**Run 1: where the registers sit**

(1.5 px per um)
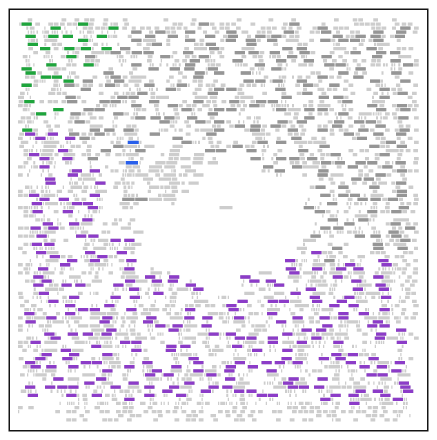
**Run 1: the metal 4 layer**

(2 px per um) Supply wires on this layer in gray.
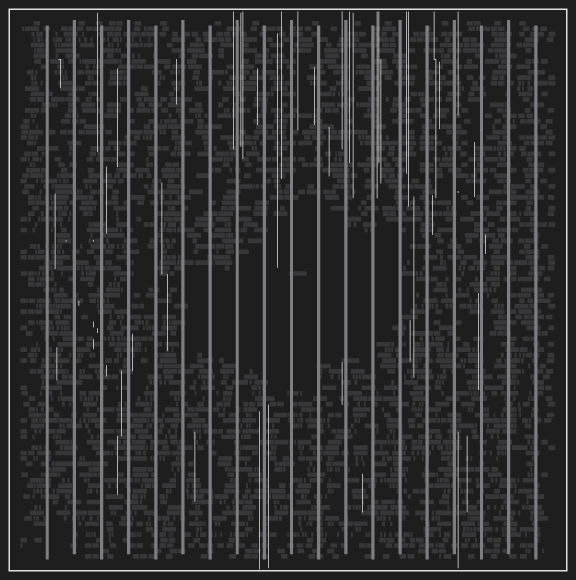
**Run 1: cell density map**

(1.5 px per um) 28 x 28 tiles, from white (low) to dark blue (high), 0 to 100% covered.
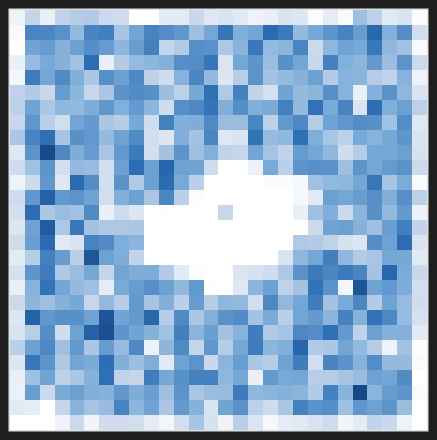
$ cat config.mk
export PLATFORM = sky130hd
export DESIGN_NAME = pmem_line_adapter_flat
export DESIGN_NICKNAME = d
export VERILOG_FILES = /design/src/rtl/pmem_line_adapter_pkg.sv /design/src/rtl/pmem_line_adapter_if.sv /design/src/rtl/pmem_line_adapter_line_beat_buffer.sv /design/src/rtl/pmem_line_adapter.sv /design/src/flat_wrapper.sv
export SDC_FILE = /design/constraint.sdc
export NUM_CORES = 1
export LEC_CHECK = 0
export CAP_MARGIN = 15
export CORE_AREA = 5 5 273 275
export DETAILED_ROUTE_END_ITERATION = 8
export DIE_AREA = 0 0 278 280
export PLACE_DENSITY_LB_ADDON = 0.05
export SLEW_MARGIN = 20
export SYNTH_ARGS = -nofsm -noshare
export SYNTH_HDL_FRONTEND = slang
export SYNTH_SLANG_ARGS = --single-unit
$ cat constraint.sdc
create_clock -name clk -period 2.2 [get_ports clk]
set_input_delay 0.22 -clock clk [delete_from_list [all_inputs] [get_ports clk]]
set_output_delay 0.22 -clock clk [all_outputs]
set_load 0.005 [all_outputs]
$ cat src/rtl/pmem_line_adapter_pkg.sv
// pmem_line_adapter_pkg
//   Shared geometry and types for the cache line <-> memory burst adapter.
//   S_OFFSET  : log2 of the line size in bytes (line-aligned burst address)
//   S_LINE    : line width in bits
//   BEAT_W    : burst beat width in bits
//   NUM_BEATS : beats per line (power of two)
package pmem_line_adapter_pkg;

  localparam int S_OFFSET   = 5;
  localparam int S_LINE     = 256;
  localparam int BEAT_W     = 64;
  localparam int NUM_BEATS  = S_LINE / BEAT_W;
  localparam int BEAT_IDX_W = $clog2(NUM_BEATS);

  typedef enum logic [1:0] {
    IDLE     = 2'd0,
    RD_BURST = 2'd1,
    WR_BURST = 2'd2,
    RESP     = 2'd3
  } state_t;

  typedef logic [BEAT_IDX_W-1:0] beat_idx_t;

  // Clears the byte-within-line bits so the memory side always sees a line
  // boundary, whatever offset the cache presented.
  function automatic logic [31:0] line_align(input logic [31:0] addr);
    return {addr[31:S_OFFSET], {S_OFFSET{1'b0}}};
  endfunction

endpackage

$ cat src/rtl/pmem_line_adapter_if.sv
// pmem_line_adapter_if
//   Bundles the cache-side line port and the memory-side burst port.
//   slave  : the adapter (consumes line requests, issues bursts)
//   master : the environment (cache requester plus memory responder)
//
//   Handshakes: line_read/line_write are held high by the requester until it
//   samples the one-cycle line_resp pulse. On the burst side burst_read or
//   burst_write stays high for the whole burst; every cycle burst_resp is high
//   moves exactly one beat, a low cycle is a wait state.
interface pmem_line_adapter_if;
  import pmem_line_adapter_pkg::*;

  logic [31:0]       line_addr;
  logic              line_read;
  logic              line_write;
  logic [S_LINE-1:0] line_wdata;
  logic [S_LINE-1:0] line_rdata;
  logic              line_resp;

  logic [31:0]       burst_addr;
  logic              burst_read;
  logic              burst_write;
  logic [BEAT_W-1:0] burst_wdata;
  logic [BEAT_W-1:0] burst_rdata;
  logic              burst_resp;

  modport slave (
    input  line_addr, line_read, line_write, line_wdata, burst_rdata, burst_resp,
    output line_rdata, line_resp, burst_addr, burst_read, burst_write, burst_wdata
  );

  modport master (
    output line_addr, line_read, line_write, line_wdata, burst_rdata, burst_resp,
    input  line_rdata, line_resp, burst_addr, burst_read, burst_write, burst_wdata
  );

endinterface

$ cat src/rtl/pmem_line_adapter_line_beat_buffer.sv
// pmem_line_adapter_line_beat_buffer
//   Line storage for both burst directions.
//   clk, rst   : clock, synchronous active-high reset (clears both lines)
//   load_en    : capture load_data as the outgoing write line
//   load_data  : line to be written to memory
//   beat_we    : store beat_wdata into slot beat_idx of the read line
//   beat_idx   : current beat number
//   beat_wdata : incoming read beat
//   rd_line    : assembled read line
//   wr_beat    : slot beat_idx of the latched write line
//
//   Read and write lines are kept apart so a write burst never disturbs the
//   last assembled read line.
module pmem_line_adapter_line_beat_buffer
  import pmem_line_adapter_pkg::*;
(
  input  logic              clk,
  input  logic              rst,
  input  logic              load_en,
  input  logic [S_LINE-1:0] load_data,
  input  logic              beat_we,
  input  beat_idx_t         beat_idx,
  input  logic [BEAT_W-1:0] beat_wdata,
  output logic [S_LINE-1:0] rd_line,
  output logic [BEAT_W-1:0] wr_beat
);

  logic [S_LINE-1:0] wr_line;

  always_ff @(posedge clk) begin
    if (rst) begin
      rd_line <= '0;
      wr_line <= '0;
    end else begin
      if (load_en) wr_line <= load_data;
      if (beat_we) rd_line[beat_idx*BEAT_W +: BEAT_W] <= beat_wdata;
    end
  end

  assign wr_beat = wr_line[beat_idx*BEAT_W +: BEAT_W];

endmodule

$ cat src/rtl/pmem_line_adapter.sv
// pmem_line_adapter
//   Services one cache line read or write as a NUM_BEATS-beat burst and
//   returns a single-cycle line_resp.
//   clk, rst  : clock, synchronous active-high reset (aborts any burst)
//   bus       : line and burst signals (slave side)
//   dbg_state : current FSM state
//   dbg_beat  : current beat counter
module pmem_line_adapter
  import pmem_line_adapter_pkg::*;
(
  input  logic      clk,
  input  logic      rst,
  pmem_line_adapter_if.slave bus,
  output state_t    dbg_state,
  output beat_idx_t dbg_beat
);

  state_t            state, state_nxt;
  beat_idx_t         beat, beat_nxt;
  logic [31:0]       addr_q, addr_nxt;
  logic              load_wr;
  logic              capture;
  logic              last_beat;
  logic [BEAT_W-1:0] wr_beat;
  logic [S_LINE-1:0] rd_line;

  assign last_beat = (beat == beat_idx_t'(NUM_BEATS - 1));

  always_ff @(posedge clk) begin
    if (rst) begin
      state  <= IDLE;
      beat   <= '0;
      addr_q <= '0;
    end else begin
      state  <= state_nxt;
      beat   <= beat_nxt;
      addr_q <= addr_nxt;
    end
  end

  // Read wins when both requests are seen in IDLE. The counter wraps to 0 on
  // the final beat, so it is already cleared when the next burst starts.
  always_comb begin
    state_nxt = state;
    beat_nxt  = beat;
    addr_nxt  = addr_q;
    load_wr   = 1'b0;
    capture   = 1'b0;
    case (state)
      IDLE: begin
        if (bus.line_read) begin
          state_nxt = RD_BURST;
          addr_nxt  = line_align(bus.line_addr);
          beat_nxt  = '0;
        end else if (bus.line_write) begin
          state_nxt = WR_BURST;
          addr_nxt  = line_align(bus.line_addr);
          beat_nxt  = '0;
          load_wr   = 1'b1;
        end
      end
      RD_BURST: begin
        if (bus.burst_resp) begin
          capture  = 1'b1;
          beat_nxt = beat_idx_t'(beat + 1'b1);
          if (last_beat) state_nxt = RESP;
        end
      end
      WR_BURST: begin
        if (bus.burst_resp) begin
          beat_nxt = beat_idx_t'(beat + 1'b1);
          if (last_beat) state_nxt = RESP;
        end
      end
      RESP: begin
        state_nxt = IDLE;
      end
      default: begin
        state_nxt = IDLE;
      end
    endcase
  end

  pmem_line_adapter_line_beat_buffer u_buf (
    .clk        (clk),
    .rst        (rst),
    .load_en    (load_wr),
    .load_data  (bus.line_wdata),
    .beat_we    (capture),
    .beat_idx   (beat),
    .beat_wdata (bus.burst_rdata),
    .rd_line    (rd_line),
    .wr_beat    (wr_beat)
  );

  // Request strobes decode straight from the state register, so they rise
  // the cycle after acceptance and drop in RESP without extra flops.
  assign bus.burst_addr  = addr_q;
  assign bus.burst_read  = (state == RD_BURST);
  assign bus.burst_write = (state == WR_BURST);
  assign bus.burst_wdata = (state == WR_BURST) ? wr_beat : '0;
  assign bus.line_resp   = (state == RESP);
  assign bus.line_rdata  = rd_line;

  assign dbg_state = state;
  assign dbg_beat  = beat;

endmodule

$ cat src/flat_wrapper.sv
// flat-port wrapper written by rule: the top's interface ports become plain ports
module pmem_line_adapter_flat import pmem_line_adapter_pkg::*;
  (clk, rst, dbg_state, dbg_beat, bus_line_addr, bus_line_read, bus_line_write, bus_line_wdata, bus_burst_rdata, bus_burst_resp, bus_line_rdata, bus_line_resp, bus_burst_addr, bus_burst_read, bus_burst_write, bus_burst_wdata);
  pmem_line_adapter_if bus_i ();
  input  logic clk;
  input  logic rst;
  output state_t dbg_state;
  output beat_idx_t dbg_beat;
  input wire logic [$bits(bus_i.line_addr)-1:0] bus_line_addr;
  input wire logic [$bits(bus_i.line_read)-1:0] bus_line_read;
  input wire logic [$bits(bus_i.line_write)-1:0] bus_line_write;
  input wire logic [$bits(bus_i.line_wdata)-1:0] bus_line_wdata;
  input wire logic [$bits(bus_i.burst_rdata)-1:0] bus_burst_rdata;
  input wire logic [$bits(bus_i.burst_resp)-1:0] bus_burst_resp;
  output wire logic [$bits(bus_i.line_rdata)-1:0] bus_line_rdata;
  output wire logic [$bits(bus_i.line_resp)-1:0] bus_line_resp;
  output wire logic [$bits(bus_i.burst_addr)-1:0] bus_burst_addr;
  output wire logic [$bits(bus_i.burst_read)-1:0] bus_burst_read;
  output wire logic [$bits(bus_i.burst_write)-1:0] bus_burst_write;
  output wire logic [$bits(bus_i.burst_wdata)-1:0] bus_burst_wdata;
  assign bus_i.line_addr = bus_line_addr;
  assign bus_i.line_read = bus_line_read;
  assign bus_i.line_write = bus_line_write;
  assign bus_i.line_wdata = bus_line_wdata;
  assign bus_i.burst_rdata = bus_burst_rdata;
  assign bus_i.burst_resp = bus_burst_resp;
  assign bus_line_rdata = bus_i.line_rdata;
  assign bus_line_resp = bus_i.line_resp;
  assign bus_burst_addr = bus_i.burst_addr;
  assign bus_burst_read = bus_i.burst_read;
  assign bus_burst_write = bus_i.burst_write;
  assign bus_burst_wdata = bus_i.burst_wdata;
  pmem_line_adapter u_core (.clk(clk), .rst(rst), .bus(bus_i), .dbg_state(dbg_state), .dbg_beat(dbg_beat));
endmodule
==> results_dict.tcl, run 1 <==
# flow metrics
set metrics [dict create \
    antenna_found_initial 16 \
    outcome "complete, but fails checks" \
    utilization 0.442 \
    vias 18700 \
    rsz0062_at_grt "yes" \
    die_area_mm2 0.0778 \
    finalCriticalPeriod_ps 2430 \
    syn_to_final_growth_pct 56.6 \
    die_y_um 280 \
    required_ps 1980 \
    netlist_area_mm2 0.0204 \
    synthCells 2154 \
    common_cells "633 x nand2_1, 543 x dfxtp_1, 348 x a21oi_1" \
    via_per_inst 4.83 \
    fin_nets 3228 \
    io_buffer_count 705 \
    fin_ws_ps -230 \
    setup_viol_count_final 64 \
    synthTopLogicFamily "AND-OR/OR-AND gates" \
    holdCritPathClass "in2reg" \
    violations "setup timing" \
    stdcell_area_mm2 0.0319 \
    period_used_share 1.10 \
    grt_pass1_wl_um 123000 \
    fin_hold_ws_ps 140 \
    log.warning_count 50 \
    wire_per_inst_um 22.0 \
    drive_above_1_share 0.154 \
    ys_sh_aoi 0.177 \
]
## Picture notes: 'where the registers sit'
blue -> `u_core.dbg_state`  # sequential cells 2
green -> `u_core.bus.burst_addr`  # sequential cells 27, where north-west
purple -> `u_core.u_buf.wr_line`  # sequential cells 256
not colored = 258

## Picture notes: 'the metal 4 layer'
wire length on this layer = 2360 um
share of all routed wire = 2.8%
nets with wire on the layer = 31
longest straight run = 117 um
main direction = vertical

## Picture notes: 'cell density map'
fullest tile = 91%
nearly empty tiles = 8.8%
emptiest ninth of the die = center
tiles over 75% full = 3.2%
mean over tiles = 39%

[run 1: layout make-up]
type                       instances  area (um^2)
clock buffer                      92         1880
timing repair buffer             830         8830
antenna                            7         17.5
multi-input combinational       1416         8820
clock inverter                    20          236
fill                            6995        40200
tap                              959         1200
inverter                           6         26.3
sequential                       543        10900
[run 1: per-layer routing]
metal / track usage / vias to the layer above / wire length (um)
met4: 0.0607 / 18 / 2360
li1: - / 8912 / -
met5: 0 / - / 140
met3: 0.0507 / 124 / 5480
met1: 0.238 / 9133 / 33600
met2: 0.365 / 535 / 43600
[run 1: power breakdown]
group	internal, mW	switching [mW]	total (mW)
Clock	6.42	4.16	10.6
Combinational	4.09	3.72	7.81
Sequential	10.6	0.428	11.1
Total	21.1	8.31	29.5
[run 1: path summary, 6_finish.rpt]
kind,start,end,slack [ps],depth (start not counted)
hold reg to reg,u_core.u_buf.rd_line[164],u_core.u_buf.rd_line[164],450,2
setup reg to reg,u_core.dbg_beat[0],u_core.u_buf.rd_line[170],80,10
setup / recovery,u_core.dbg_beat[0],bus_burst_wdata[6],-230,6
hold / removal,bus_line_addr[16],u_core.bus.burst_addr[16],140,3
[run 1: repair_timing]
action / 4_1_cts / 5_1_grt
gates resized: 397 / 58
endpoints found under the setup margin: 67 / 236
pin swaps: 53 / 16
hold buffers: 1 / 0
buffers inserted: 33 / 18
cloned: 3 / 4
endpoints found under the hold margin: 27 / 0
[run 1: worst max-delay path, stage by stage (launching register included)]
cell and delay (ps):
dfxtp_4 390, buf_12 160, buf_16 140, buf_6 100, mux4_2 500, and2_4 150, buf_6 120
[run 1: state kept, by name, indices dropped and copies added, names as in the netlist]
register and flops:
u_core.u_buf.wr_line 256, u_core.u_buf.rd_line 256, u_core.dbg_beat 2, u_core.dbg_state 2, u_core.bus.burst_addr 27
--- run 2 (diff from run 1) ---
CORE_AREA = 5 5 272 274   (was 5 5 273 275)
DIE_AREA = 0 0 277 279   (was 0 0 278 280)
SYNTH_HIERARCHICAL = 1   (was not set)
==> run 2 against run 1 <==
Effect of this change:
- final cell count is 7.7% lower
- register-to-register slack hardly changed
- cell area is 0.18% lower
- via count is 11% lower
- clock power hardly changed
- core utilization is 0.53 points higher
- wire length is 2.0% lower
- critical endpoint is now bus_burst_wdata[52]
- highest routed layer unchanged
- area after synthesis is 0.28% lower
- largest power group unchanged
- synthesized cell count is 16% lower
- sequential share of layout area is 0.057 points higher
- the flow still finishes with violations (setup timing)
- count of clock-buffer cells in the layout is 7 higher
- global-route usage is 0.16 points lower
==> results_dict.tcl, run 2 <==
# flow metrics
set metrics [dict create \
    outcome "complete, but fails checks" \
    violations "setup timing" \
    cts_resized 401 \
    stdcell_area_mm2 0.0318 \
    p_seq_mw 10.9 \
    power.share.clock 0.384 \
    powerComb_mw 5.60 \
    die_y_um 279 \
    synthCells 1809 \
    fin_hold_ws_ps 141 \
    hold_start "bus_line_addr[26]" \
    fin_ws_ps -195 \
    netlist_area_mm2 0.0203 \
    period_used_share 1.09 \
    setup_viol_count_final 64 \
    reg2reg_from "u_core/dbg_beat[0]" \
    via_per_inst 4.67 \
    p_sw_mw 7.08 \
    hold-path-endpoint "u_core/bus.burst_addr[26]" \
    required_ps 1980 \
    antenna_found_initial 35 \
    r2r-end "u_core/u_buf/rd_line[130]" \
    fin_nets 2921 \
    holdCritPathClass "in2reg" \
]
[run 2: per-stage QoR]
step	setup TNS, ps	instances
6_report	-7220	3574
3_5_place_dp	0	3396
5_1_grt	-13360	3565
2_1_floorplan	0	1813
3_3_place_gp	0	3396
4_1_cts	-12950	3547
[run 2: worst max-delay path by stage]
stage | start | to | slack [ps]
after global placement | u_core/dbg_beat[0] | bus_burst_wdata[15] | 50
after CTS | u_core/dbg_beat[0] | bus_burst_wdata[13] | -280
final | u_core/dbg_beat[0] | bus_burst_wdata[52] | -200
after global routing | u_core/dbg_beat[0] | bus_burst_wdata[13] | -280
after floorplan | u_core/dbg_beat[1] | u_core/u_buf/rd_line[15] | 20
after detailed placement | u_core/dbg_beat[0] | bus_burst_wdata[13] | 50
[run 2: cell families (layout without fill, tap and decap cells)]
kind of cell / Yosys count / after routing / synth area share
other: 1 / 25 / 0.000185
flip-flops: 543 / 543 / 0.535
adder cells (fa/ha/maj): 11 / 11 / 0.00678
buffers and inverters: 153 / 944 / 0.0421
multiplexers: 321 / 321 / 0.198
AND-OR/OR-AND: 300 / 300 / 0.115
AND/OR/NAND/NOR: 480 / 480 / 0.104
[run 2: per-layer routing]
layer	up-vias	wire (um)	track usage
met5	-	199	0
met4	28	2430	0.0646
met3	140	6790	0.0760
met2	523	41900	0.352
met1	8076	32200	0.226
li1	7919	-	-
[run 2: area by class of cell]
class	instances	area, um^2
Fill cell	6690	39300
Antenna cell	20	50.0
Inverter	5	18.8
Clock buffer	99	1880
Tap cell	950	1190
Timing Repair Buffer	825	8820
Multi-Input combinational cell	1117	8820
Clock inverter	15	158
Sequential cell	543	10900
[run 2: critical path, delay by kind of cell (launching register included)]
kind                   cells  cell delay (ps)
muxes                      1              490
DFF                        1              390
and+or+nand+nor            1              170
buffers and inverters      4              490
**Run 2: clock wiring as the flow saved it**

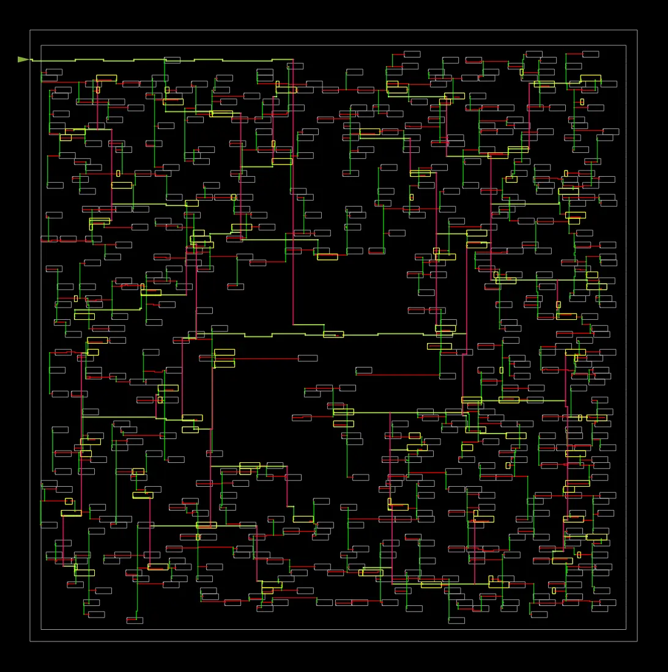
clkbuf count: 99
Flops: 543

Power is estimated from default activity; no workload was simulated.
